**Cell density map**

The die is cut into 24 by 18 equal tiles; white is low, dark blue is high, 0 to 100% covered.
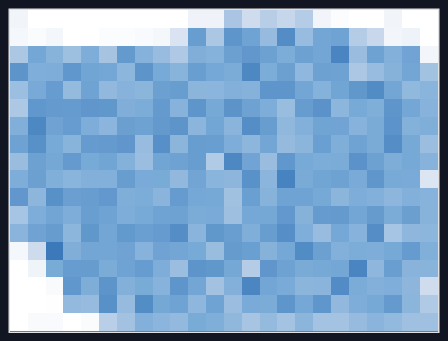
**Clock routing**

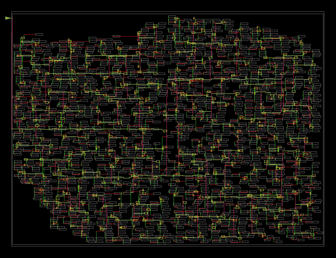
**Clock network drawn from the DEF**

Scale: 1 px per um.
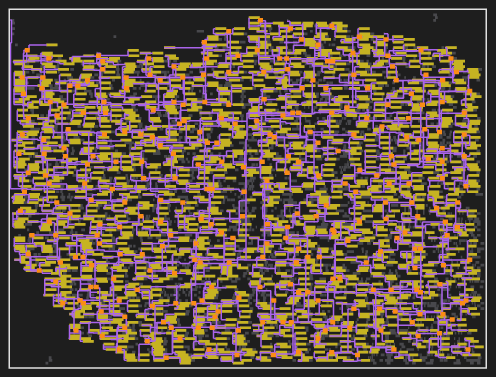
**Signal wires on met3**

Scale: 1 px per um.
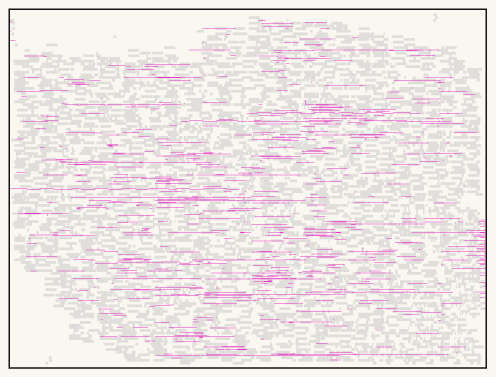
### src/rtl/median_window_ctrl.sv
// Raster-scan 3x3 window sequencer feeding the median unit: two line buffers plus a shift window.
// Optional macro WIN_COORD_EN adds win_row/win_col centre-coordinate outputs.
module median_window_ctrl #(
    parameter int IMG_W = 100,
    parameter int IMG_H = 100,
    parameter int PIX_W = 8
) (
    input  logic                       clk,
    input  logic                       rst,
    input  logic                       start,
    input  logic                       in_valid,
    output logic                       in_ready,
    input  logic [PIX_W-1:0]           in_pix,
    output logic                       win_valid,
    input  logic                       win_ready,
    output logic [9*PIX_W-1:0]         win_data,
    output logic                       busy,
    output logic                       done,
`ifdef WIN_COORD_EN
    output logic [$clog2(IMG_H)-1:0]   win_row,
    output logic [$clog2(IMG_W)-1:0]   win_col,
`endif
    output logic [1:0]                 dbg_state
);
    localparam int CW = $clog2(IMG_W);
    localparam int RW = $clog2(IMG_H);
    localparam logic [CW-1:0] COL_LAST = CW'(IMG_W - 1);
    localparam logic [RW-1:0] ROW_LAST = RW'(IMG_H - 1);
    localparam logic [CW-1:0] COL_TWO  = CW'(2);
    localparam logic [RW-1:0] ROW_TWO  = RW'(2);

    typedef enum logic [1:0] {S_IDLE = 2'd0, S_RUN = 2'd1, S_FLUSH = 2'd2, S_DONE = 2'd3} state_t;
    typedef logic [2:0][PIX_W-1:0] column_t;  // [0]=top, [1]=middle, [2]=bottom

    state_t              state_q, state_d;
    logic [RW-1:0]       row_q, row_d;
    logic [CW-1:0]       col_q, col_d;
    logic                win_valid_q, win_valid_d;
    logic [9*PIX_W-1:0]  win_data_q, win_data_d;
    column_t             wc0_q, wc0_d, wc1_q, wc1_d, wc2_q, wc2_d;
    column_t             new_col;
    logic [PIX_W-1:0]    lb0_q [IMG_W];
    logic [PIX_W-1:0]    lb1_q [IMG_W];
    logic                accept, emit;
`ifdef WIN_COORD_EN
    logic [RW-1:0]       win_row_q, win_row_d;
    logic [CW-1:0]       win_col_q, win_col_d;
`endif

    // Both ports are valid/ready: a transfer happens on a rising edge where valid && ready;
    // a producer holds valid and data stable until that edge, and ready may depend on valid.
    assign in_ready  = (state_q == S_RUN) && (!win_valid_q || win_ready);
    assign accept    = in_valid && in_ready;
    assign new_col   = {in_pix, lb0_q[col_q], lb1_q[col_q]};
    assign emit      = accept && (row_q >= ROW_TWO) && (col_q >= COL_TWO);
    assign win_valid = win_valid_q;
    assign win_data  = win_data_q;
    assign busy      = (state_q == S_RUN) || (state_q == S_FLUSH);
    assign done      = (state_q == S_DONE);
    assign dbg_state = state_q;
`ifdef WIN_COORD_EN
    assign win_row   = win_row_q;
    assign win_col   = win_col_q;
`endif

    always_comb begin
        state_d     = state_q;
        row_d       = row_q;
        col_d       = col_q;
        win_valid_d = win_valid_q;
        win_data_d  = win_data_q;
        wc0_d       = wc0_q;
        wc1_d       = wc1_q;
        wc2_d       = wc2_q;
`ifdef WIN_COORD_EN
        win_row_d   = win_row_q;
        win_col_d   = win_col_q;
`endif
        if (win_valid_q && win_ready) begin
            win_valid_d = 1'b0;
        end

        unique case (state_q)
            S_IDLE: begin
                if (start) begin
                    state_d = S_RUN;
                    row_d   = '0;
                    col_d   = '0;
                end
            end
            S_RUN: begin
                if (accept && row_q == ROW_LAST && col_q == COL_LAST) begin
                    state_d = S_FLUSH;
                end
            end
            S_FLUSH: begin
                // Input is closed here, so the window on the port is the frame's last one.
                if (win_valid_q && win_ready) begin
                    state_d = S_DONE;
                end
            end
            S_DONE: begin
                state_d = S_IDLE;
            end
            default: state_d = S_IDLE;
        endcase

        if (accept) begin
            wc0_d = wc1_q;
            wc1_d = wc2_q;
            wc2_d = new_col;
            if (col_q == COL_LAST) begin
                col_d = '0;
                row_d = (row_q == ROW_LAST) ? '0 : row_q + RW'(1);
            end else begin
                col_d = col_q + CW'(1);
            end
        end

        if (emit) begin
            win_valid_d = 1'b1;
            for (int r = 0; r < 3; r++) begin
                win_data_d[PIX_W*(3*r+0) +: PIX_W] = wc1_q[r];
                win_data_d[PIX_W*(3*r+1) +: PIX_W] = wc2_q[r];
                win_data_d[PIX_W*(3*r+2) +: PIX_W] = new_col[r];
            end
`ifdef WIN_COORD_EN
            win_row_d = row_q - RW'(1);
            win_col_d = col_q - CW'(1);
`endif
        end
    end

    always_ff @(posedge clk or posedge rst) begin
        if (rst) begin
            state_q     <= S_IDLE;
            row_q       <= '0;
            col_q       <= '0;
            win_valid_q <= 1'b0;
            win_data_q  <= '0;
            wc0_q       <= '0;
            wc1_q       <= '0;
            wc2_q       <= '0;
`ifdef WIN_COORD_EN
            win_row_q   <= '0;
            win_col_q   <= '0;
`endif
        end else begin
            state_q     <= state_d;
            row_q       <= row_d;
            col_q       <= col_d;
            win_valid_q <= win_valid_d;
            win_data_q  <= win_data_d;
            wc0_q       <= wc0_d;
            wc1_q       <= wc1_d;
            wc2_q       <= wc2_d;
`ifdef WIN_COORD_EN
            win_row_q   <= win_row_d;
            win_col_q   <= win_col_d;
`endif
        end
    end

    // Line buffers carry no reset: every entry is written before it feeds a window.
    always_ff @(posedge clk) begin
        if (accept) begin
            lb1_q[col_q] <= lb0_q[col_q];
            lb0_q[col_q] <= in_pix;
        end
    end
endmodule
### config.mk
export PLATFORM = sky130hd
export DESIGN_NAME = median_window_ctrl
export DESIGN_NICKNAME = d
export VERILOG_FILES = /design/src/rtl/median_window_ctrl.sv
export SDC_FILE = /design/constraint.sdc
export NUM_CORES = 2
export LEC_CHECK = 0
export ABC_AREA = 0
export CORE_ASPECT_RATIO = 0.75
export CORE_UTILIZATION = 40
export CTS_BUF_LIST = sky130_fd_sc_hd__clkbuf_8
export DETAILED_ROUTE_END_ITERATION = 6
export HOLD_SLACK_MARGIN = 0.08
export PLACE_DENSITY_LB_ADDON = 0.08
export SETUP_SLACK_MARGIN = 0.05
export SYNTH_ARGS = -nofsm -noshare
export SYNTH_HDL_FRONTEND = slang
export SYNTH_SLANG_ARGS = --single-unit
### constraint.sdc
create_clock -name clk -period 5.3 [get_ports clk]
set_clock_uncertainty 0.2 [all_clocks]
set_input_delay 0.795 -clock clk [delete_from_list [all_inputs] [get_ports clk]]
set_output_delay 0.795 -clock clk [all_outputs]
set_load 0.005 [all_outputs]
==> run notes <==
Implementation results are summarized by area below.

Run status
The flow ran to the end, and the final reports show no timing, DRC or antenna violations.

STA
The worst pin sits at a relative slew slack of roughly an eighth. Setup violations remaining at the end of the flow were counted as 0. The pin closest to its max-slew limit shows a slew of 1.30 ns. Setup repair after global routing left no endpoint under its margin. After layout, the worst setup slack is 0.391 ns. The smallest hold slack is 0.147 ns. The final setup TNS is 0 ns. The number of failing hold endpoints at the final stage is 0. The minimum period implied by the final worst setup slack is 4.91 ns.

The achievable frequency is 0.204 GHz.

Synthesis
The number of different library cells used by synthesis comes to 43. After synthesis, the share of flip-flops with an asynchronous set or reset is roughly 7.9%. The most instantiated flip-flop cell in the synthesis netlist is sky130_fd_sc_hd__edfxtp_1. After synthesis, the cell types taking the most area are sky130_fd_sc_hd__edfxtp_1 (71%), sky130_fd_sc_hd__mux2i_1 (11%), sky130_fd_sc_hd__dfrtp_1 (5.1%), sky130_fd_sc_hd__o22ai_1 (3.6%), sky130_fd_sc_hd__nand2_1 (1.6%). The number of warning messages in the yosys log is 0. Counting flops with a built-in enable in the synthesized netlist gives 1,600. The yosys stat cell total is 3,985.

Sorting the Yosys area breakdown by cell type puts at the top sky130_fd_sc_hd__edfxtp_1. Summing the sequential cell areas from Yosys gives 76.5% of the chip area. The total cell area reported by yosys after synthesis is between 60,000 and 70,000 um^2. The fraction of post-synthesis cell area in the top cell type by area is 71.4%.

Route
The average wire per standard cell is 29.0 um. Detailed-route iteration 0 reported a violation count of 3,960. The total vias in the final route is between 30,000 and 40,000.

Per the detail_route report, vias per standard cell equal 5.50. The number of antenna-violating nets in the routed design is 0.

Setup path
The startpoint type of the worst setup path is a register. The largest driver fanout on the critical path is 100. The most numerous cell type found on the critical path is sky130_fd_sc_hd__buf_4.

The worst path arrival time is 5.22 ns. The critical path endpoint has a required time of 5.62 ns. Listed in order, past its start point the critical path passes buf_12 -> buf_4 -> mux2i_1 -> o22ai_1 -> o21ai_0 -> a41oi_1 -> buf_4 -> nor4_2 -> inv_4.

Final layout
The layout stage reports a final design area of 77,700 um^2. Per the cell usage report, the commonest logic cells after layout are sky130_fd_sc_hd__edfxtp_1 (1,600), sky130_fd_sc_hd__mux2i_1 (768), sky130_fd_sc_hd__o22ai_1 (384), sky130_fd_sc_hd__clkbuf_8 (307), sky130_fd_sc_hd__nand2_1 (288). The most frequent logic cell in the layout is sky130_fd_sc_hd__edfxtp_1. The final layout net count is 4,464. The fraction of layout cells with a size suffix above 1 is between 10% and 20%.

Place
The final weighted congestion recorded by global placement is 0.821. The quantity of I/O buffers inserted on ports is 90. Logged for this run, the post-placement worst setup slack is 0.447 ns.

Once detailed placement completed, the half-perimeter wirelength came to 124,000 um.

Pwr
The report lists the power per cell area as 476 nW/um^2. In this run the VDD rail shows a maximum IR drop of 0.336 mV. The static leakage is 26.5 nW.

CTS
In this run, post-CTS hold repair placed 4 buffers. The buffer depth of the longest clock path is 4. The cell chosen for the clock root is sky130_fd_sc_hd__clkbuf_8.

The report lists the number of cells resized after CTS as 0. The buffers inserted during post-CTS setup optimization is 0.

Floorplan
Once the floorplan was initialized, standard cells occupied 40.5% of the core. Per the OpenROAD floorplan log, the width of the die is 476 um. The chip area is 170,000 um^2. Measured along the y axis, the die boundary spans 357 um.

Global routing
The first global-routing pass estimated between 200,000 and 300,000 um of wire. The global-route usage over all layers is 23.5%. The total congestion overflow is 0.

Job
The number of warnings the tools reported is 35. Max-cap violations in this run came to 0.

Hold path
In this run the worst hold path is classified as in -> reg.
## Picture notes: 'cell density map'
mean over tiles	44%
fullest tile	70%
nearly empty tiles	5.8%

## Picture notes: 'clock routing'
Insertion Delay late pin: 1.03 ns
cts bufs inserted: 292

## Picture notes: 'clock network drawn from the DEF'
[yellow] flip-flops | count: 1,737
[orange] cells driving clock nets | count: 292
[purple] clock wires | length: 23.2 mm
flops lie	spread over the die

## Picture notes: 'signal wires on met3'
longest straight run	179 um
wire length on this layer	11,800 um
main direction	horizontal

-- registers in the layout, summed over array words and instances, names as in the netlist, 2 cells and up --
name and count:
wc1_q 24, lb0_q 800, row_q 7, wc2_q 24, dbg_state 2, lb1_q 800, col_q 7, win_data 72
-- final timing paths --
kind,cells past startpoint,start,endpoint
max,9,col_q[0],lb1_q[28][2]
max in group asynchronous,4,rst,col_q[0]
min reg2reg,2,wc1_q[13],win_data[29]
min,1,in_pix[3],lb0_q[80][3]
min in group asynchronous,3,rst,win_data[62]
max reg2reg,9,col_q[0],lb1_q[28][2]
-- cell type report --
class | instances | area [um^2]
Tap cell | 2227 | 2790
Clock buffer | 307 | 4230
Inverter | 14 | 77.6
Fill cell | 14500 | 88200
Multi-Input combinational cell | 1992 | 14700
Sequential cell | 1737 | 51500
Timing Repair Buffer | 406 | 3730
Clock inverter | 182 | 714
Antenna cell | 10 | 25.0
-- logic make-up after synthesis --
family,synth area share (%)
and+or+nand+nor,3.26
xor gates and xnor gates,0.0130
buffers and inverters,1.90
adders and majority gates,0.149
DFF,76.5
AOI/OAI and AO/OA,6.19
muxes,12.0
-- stage by stage --
step,power (mW),utilization (%),instances
6_report,36.9,46.8,6875
5_1_grt,38.4,46.8,6869
2_1_floorplan,22.5,-,3985
3_3_place_gp,26.7,43.8,6372
4_1_cts,37.3,46.8,6865
3_5_place_dp,26.7,43.8,6372
-- layer usage --
layer	up-vias	share of wire (%)	track usage (%)
met5	-	0.0065	0
li1	16600	-	-
met3	269	5.9	4.26
met4	2	1.6	5.18
met2	1150	43	33.4
met1	19700	50	37.0
-- cell usage after synthesis (16+ instances only) --
| library cell | n |
|---|---|
| sky130_fd_sc_hd__buf_2 | 122 |
| sky130_fd_sc_hd__nand2_1 | 289 |
| sky130_fd_sc_hd__dfrtp_1 | 137 |
| sky130_fd_sc_hd__a41oi_1 | 49 |
| sky130_fd_sc_hd__mux2i_1 | 768 |
| sky130_fd_sc_hd__a21oi_1 | 34 |
| sky130_fd_sc_hd__o21ai_0 | 199 |
| sky130_fd_sc_hd__clkbuf_1 | 74 |
| sky130_fd_sc_hd__mux4_2 | 16 |
| sky130_fd_sc_hd__edfxtp_1 | 1600 |
| sky130_fd_sc_hd__buf_4 | 21 |
| sky130_fd_sc_hd__and3_1 | 18 |
| sky130_fd_sc_hd__nor4_2 | 16 |
| sky130_fd_sc_hd__o22ai_1 | 384 |
| sky130_fd_sc_hd__nand3_1 | 17 |
| sky130_fd_sc_hd__nor2_1 | 129 |
-- critical path: cells and delay by family, from the launching register on --
family                 cells  cell delay, ns
flip-flops                 1            0.87
buffers and inverters      4            1.58
AND/OR/NAND/NOR            1            0.51
multiplexers               1            0.39
AND-OR/OR-AND              3            0.79
-- report_power, final --
group | switching (mW) | leakage [nW] | total (mW) | internal (mW)
clock | 5.27 | 2.95 | 10.6 | 5.30
combinational | 6.35 | 7.32 | 9.48 | 3.13
sequential | 0.275 | 16.2 | 16.9 | 16.6
total | 11.9 | 26.5 | 36.9 | 25.0
Power figures rest on the tool's default switching activity, not on a simulated workload.
